--- config.mk ---
export PLATFORM = sky130hd
export DESIGN_NAME = button_event_decoder_flat
export DESIGN_NICKNAME = d
export VERILOG_FILES = /design/src/rtl/button_event_decoder_if.sv /design/src/rtl/button_event_decoder.sv /design/src/flat_wrapper.sv
export SDC_FILE = /design/constraint.sdc
export NUM_CORES = 1
export LEC_CHECK = 0
export ABC_AREA = 1
export CAP_MARGIN = 20
export CORE_ASPECT_RATIO = 1.5
export CORE_MARGIN = 10
export CORE_UTILIZATION = 45
export DETAILED_ROUTE_END_ITERATION = 6
export GPL_TIMING_DRIVEN = 0
export SYNTH_ARGS = -nofsm -noshare
export SYNTH_HDL_FRONTEND = slang
export SYNTH_SLANG_ARGS = --single-unit
--- constraint.sdc ---
create_clock -name clk -period 1.4 [get_ports clk]
set_input_delay 0.28 -clock clk [delete_from_list [all_inputs] [get_ports clk]]
set_output_delay 0.28 -clock clk [all_outputs]
set_load 0.02 [all_outputs]
--- src/rtl/button_event_decoder_if.sv ---
// ---------------------------------------------------------------------------
// button_event_decoder_if
// Groups the level input and the event outputs of one button decoder.
//   in_level      debounced button level, synchronous to the decoder clock
//   pressed       registered "button is pressed" level
//   press_pulse   one-cycle press event
//   release_pulse one-cycle release event
//   long_pulse    one-cycle long-press event
//   repeat_pulse  one-cycle auto-repeat event while held
//   press_count   8-bit wrapping count of press events
// The slave modport is the decoder; the master modport is the consumer that
// supplies the level and watches the events.
// ---------------------------------------------------------------------------
interface button_event_decoder_if;
   logic       in_level;
   logic       pressed;
   logic       press_pulse;
   logic       release_pulse;
   logic       long_pulse;
   logic       repeat_pulse;
   logic [7:0] press_count;

   modport master (
      output in_level,
      input  pressed,
      input  press_pulse,
      input  release_pulse,
      input  long_pulse,
      input  repeat_pulse,
      input  press_count
   );

   modport slave (
      input  in_level,
      output pressed,
      output press_pulse,
      output release_pulse,
      output long_pulse,
      output repeat_pulse,
      output press_count
   );
endinterface

--- src/rtl/button_event_decoder.sv ---
// ---------------------------------------------------------------------------
// button_event_decoder
// Turns a debounced button level into single-cycle press / release /
// long-press / auto-repeat events, plus a registered pressed level and a
// wrapping 8-bit press counter. Every output is registered.
// Ports:
//   clk    system clock, all logic on its rising edge
//   rst_n  asynchronous active-low reset
//   bus    button_event_decoder_if.slave (in_level in, events out)
// Parameters:
//   ACTIVE_LEVEL      in_level value meaning "pressed"
//   CNT_WIDTH         width of the hold and repeat counters
//   LONG_PRESS_CYCLES cycles from press_pulse to long_pulse (2..2^CNT_WIDTH-1)
//   REPEAT_PERIOD     cycles between repeat_pulses after long_pulse, 0 = off
// ---------------------------------------------------------------------------
module button_event_decoder #(
   parameter bit ACTIVE_LEVEL      = 1'b1,
   parameter int CNT_WIDTH         = 16,
   parameter int LONG_PRESS_CYCLES = 1000,
   parameter int REPEAT_PERIOD     = 250
) (
   input  logic                  clk,
   input  logic                  rst_n,
   button_event_decoder_if.slave bus
);

   typedef enum logic [1:0] {
      IDLE    = 2'd0,
      PRESSED = 2'd1,
      HELD    = 2'd2
   } state_t;

   // hold_cnt is 0 in the press_pulse cycle and counts one per cycle, so the
   // long event is decided on the edge where it reaches LONG_PRESS_CYCLES-1.
   localparam logic [CNT_WIDTH-1:0] LONG_LAST = CNT_WIDTH'(LONG_PRESS_CYCLES - 1);
   localparam bit                   REP_EN    = (REPEAT_PERIOD != 0);
   localparam logic [CNT_WIDTH-1:0] REP_LAST  = CNT_WIDTH'(REP_EN ? REPEAT_PERIOD - 1 : 0);
   localparam logic [CNT_WIDTH-1:0] CNT_ONE   = CNT_WIDTH'(1);

   state_t               state_q, state_d;
   logic                 prev_q;
   logic [CNT_WIDTH-1:0] hold_cnt_q, hold_cnt_d;
   logic [CNT_WIDTH-1:0] rep_cnt_q, rep_cnt_d;
   logic [7:0]           press_count_q, press_count_d;
   logic                 pressed_q;
   logic                 press_q, press_d;
   logic                 release_q, release_d;
   logic                 long_q, long_d;
   logic                 repeat_q, repeat_d;
   logic                 act;

   assign act = (bus.in_level == ACTIVE_LEVEL);

   // State and output registers
   always_ff @(posedge clk or negedge rst_n) begin
      if (!rst_n) begin
         state_q       <= IDLE;
         prev_q        <= 1'b0;
         hold_cnt_q    <= '0;
         rep_cnt_q     <= '0;
         press_count_q <= '0;
         pressed_q     <= 1'b0;
         press_q       <= 1'b0;
         release_q     <= 1'b0;
         long_q        <= 1'b0;
         repeat_q      <= 1'b0;
      end else begin
         state_q       <= state_d;
         prev_q        <= act;
         hold_cnt_q    <= hold_cnt_d;
         rep_cnt_q     <= rep_cnt_d;
         press_count_q <= press_count_d;
         pressed_q     <= act;
         press_q       <= press_d;
         release_q     <= release_d;
         long_q        <= long_d;
         repeat_q      <= repeat_d;
      end
   end

   // Next-state logic; release is checked first so it wins over thresholds
   always_comb begin
      state_d = state_q;
      case (state_q)
         IDLE: begin
            if (act && !prev_q) state_d = PRESSED;
         end
         PRESSED: begin
            if (!act)                         state_d = IDLE;
            else if (hold_cnt_q == LONG_LAST) state_d = HELD;
         end
         HELD: begin
            if (!act) state_d = IDLE;
         end
         default: state_d = IDLE;
      endcase
   end

   // Event and counter next values
   always_comb begin
      press_d       = 1'b0;
      release_d     = 1'b0;
      long_d        = 1'b0;
      repeat_d      = 1'b0;
      hold_cnt_d    = hold_cnt_q;
      rep_cnt_d     = rep_cnt_q;
      press_count_d = press_count_q;
      case (state_q)
         IDLE: begin
            if (act && !prev_q) begin
               press_d       = 1'b1;
               press_count_d = press_count_q + 8'd1;
               hold_cnt_d    = '0;
               rep_cnt_d     = '0;
            end
         end
         PRESSED: begin
            if (!act) begin
               release_d  = 1'b1;
               hold_cnt_d = '0;
               rep_cnt_d  = '0;
            end else if (hold_cnt_q == LONG_LAST) begin
               // hold_cnt parks at the threshold for the rest of the hold
               long_d    = 1'b1;
               rep_cnt_d = '0;
            end else begin
               hold_cnt_d = hold_cnt_q + CNT_ONE;
            end
         end
         HELD: begin
            if (!act) begin
               release_d  = 1'b1;
               hold_cnt_d = '0;
               rep_cnt_d  = '0;
            end else if (REP_EN) begin
               if (rep_cnt_q == REP_LAST) begin
                  repeat_d  = 1'b1;
                  rep_cnt_d = '0;
               end else begin
                  rep_cnt_d = rep_cnt_q + CNT_ONE;
               end
            end
         end
         default: begin
            hold_cnt_d = '0;
            rep_cnt_d  = '0;
         end
      endcase
   end

   assign bus.pressed       = pressed_q;
   assign bus.press_pulse   = press_q;
   assign bus.release_pulse = release_q;
   assign bus.long_pulse    = long_q;
   assign bus.repeat_pulse  = repeat_q;
   assign bus.press_count   = press_count_q;

endmodule

--- src/flat_wrapper.sv ---
// flat-port wrapper written by rule: the top's interface ports become plain ports
module button_event_decoder_flat 
#(
   parameter bit ACTIVE_LEVEL      = 1'b1,
   parameter int CNT_WIDTH         = 16,
   parameter int LONG_PRESS_CYCLES = 1000,
   parameter int REPEAT_PERIOD     = 250
)
  (clk, rst_n, bus_in_level, bus_pressed, bus_press_pulse, bus_release_pulse, bus_long_pulse, bus_repeat_pulse, bus_press_count);
  button_event_decoder_if bus_i ();
  input  logic clk;
  input  logic rst_n;
  input wire logic [$bits(bus_i.in_level)-1:0] bus_in_level;
  output wire logic [$bits(bus_i.pressed)-1:0] bus_pressed;
  output wire logic [$bits(bus_i.press_pulse)-1:0] bus_press_pulse;
  output wire logic [$bits(bus_i.release_pulse)-1:0] bus_release_pulse;
  output wire logic [$bits(bus_i.long_pulse)-1:0] bus_long_pulse;
  output wire logic [$bits(bus_i.repeat_pulse)-1:0] bus_repeat_pulse;
  output wire logic [$bits(bus_i.press_count)-1:0] bus_press_count;
  assign bus_i.in_level = bus_in_level;
  assign bus_pressed = bus_i.pressed;
  assign bus_press_pulse = bus_i.press_pulse;
  assign bus_release_pulse = bus_i.release_pulse;
  assign bus_long_pulse = bus_i.long_pulse;
  assign bus_repeat_pulse = bus_i.repeat_pulse;
  assign bus_press_count = bus_i.press_count;
  button_event_decoder #(.ACTIVE_LEVEL(ACTIVE_LEVEL), .CNT_WIDTH(CNT_WIDTH), .LONG_PRESS_CYCLES(LONG_PRESS_CYCLES), .REPEAT_PERIOD(REPEAT_PERIOD)) u_core (.clk(clk), .rst_n(rst_n), .bus(bus_i));
endmodule
detail.png
Window x 0 to 50, y 67 to 117 um. Cells in gray, sequential cells in the stronger gray; small squares are vias.
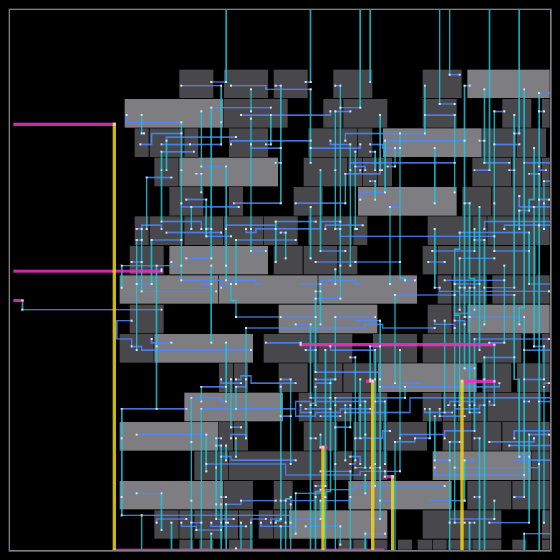
| layer | color |
|---|---|
| metal 4 | yellow |
| metal 1 | blue |
| metal 3 | magenta |
| metal 2 | cyan |
netlist names of flops here include: u_core.bus.press_count (8), u_core.hold_cnt_q (6), u_core.state_q (2)
cells with their middle in the window: 120
sequential cells in the window: 19
most frequent: dfrtp_1 (17), nand2_1 (15), buf_4 (14)

power_grid.png
Pins as bars on the die edge.
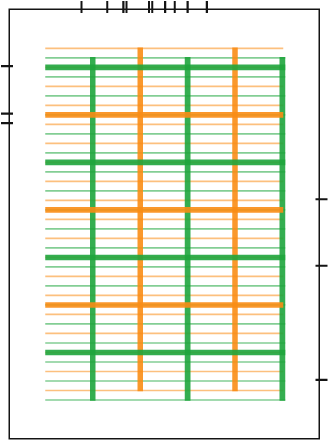
| net | color |
|---|---|
| VSS | green |
| VDD | orange |
rows: 37
met1 rails: 38
met5 straps: 7
signal pins: 16

==> impl_metrics.toml <==
# physical design summary
[critical_path]
crit_path_end_kind = "flop"
cp.required_ns = 1.61
crit_path_end = "u_core.hold_cnt_q[8]"
cpMostUsedCell = "buf_12"
cp-start-kind = "flop"
rrSetupSlack_ns = -0.20
crit_type = "flop to flop"
r2r_end = "u_core.hold_cnt_q[8]"
critPathLaunch = "u_core.state_q[0]"

[clock_tree]
clkSlewWorstSetupHoldPaths_ns = 0.09
tritoncts = "built"
postCtsSetupRepairBufs = 36
cts.sinks = 47

[power]
maxPowerGroup = "combinational cells"
powerClk_mw = 0.916
ir_drop_mv = 0.813
p_seq_frac = 0.343
pwr_density_cell_nw_per_um2 = 1110

[final_timing]
fin_ws_ns = -0.204
timing.hold.ws_ns = 0.377
final-setup-viol-count = 35
min_period_ns = 1.60

[route]
drt_iter0_drc = 100
detail_route.wl_per_cell_um = 15.0
wl_met3_um = 168
antenna_left = 0
routed_wl_um = 8570
vias = 2990
drt_first_pass_iters = 4

[synth]
netlist_top_cells_count = "nand2_1, nor2_1, nand3_1"
ys_chip_area_um2 = 3150
aoi_share = 0.0576
yosysUniqueCellTypes = 34
synth-simple-area-share = 0.410
yosys_cells = 432
syn_avg_cell_area_um2 = 7.30
yosys.stat.seqShare = 0.373
xor_area_frac = 0.0445
topCellsByArea = "dfrtp_1, nand2_1, nand3_1, nor2_1, inv_1"
ys_async_sr_fraction = 1.00
ff_type = "dfrtp_1"

[finish]
syn_to_final_growth_pct = 33.3
final_net_count = 504
final_cells = 573
drive_above_1_share = 0.343
inv_count = 44
final-nonclk-buf-share = 0.152
antenna_cells = 0
logic_gates = 327
nClkBuffers = 6
fin_area_um2 = 4200
fill_cells = 643
lay_top_cells = "nand2_1, nor2_1, nand3_1, dfrtp_1, buf_4"
comb_area_um2 = 2000

[placed_design]
dpl.hpwl_um = 5880
place_area_um2 = 3470

[floorplanning]
initCoreUtil = 0.460
taps = 78
die_area_um2 = 10800
rows = 37

[hold_path]
min_path_type = "input port to asynchronous set/reset pin"

[global_route]
grtUsageMet3 = 0.0259
grt_antenna_before_repair = 0
grt_util_all_layers = 0.174

[job]
max_cap_viol_count = 0

[status]
failed_checks = "negative setup slack"
outcome = "finished with violations"
logic_types.png
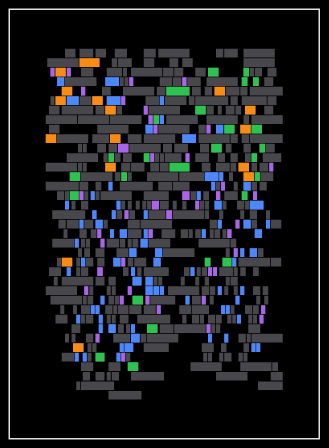
| family | color | cells |
|---|---|---|
| nor cells | blue | 76 |
| aoi and oai cells | green | 26 |
| inv cells | purple | 44 |
| xor and xnor cells | orange | 16 |

flops_by_reg.png
Other sequential cells in the stronger gray, the rest of the logic in the fainter gray.
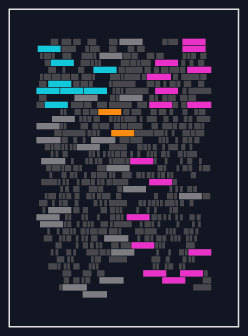
| name in the netlist | color | placed flops |
|---|---|---|
| u_core.bus.press_count | cyan | 8 |
| u_core.state_q | orange | 2 |
| u_core.rep_cnt_q | magenta | 16 |
P_seq: 1.60 mW
sequential cell area share: 0.283
Final Util: 0.613
register area: 1190 um2

No activity file was given, so power comes from the tool's default toggle rates.
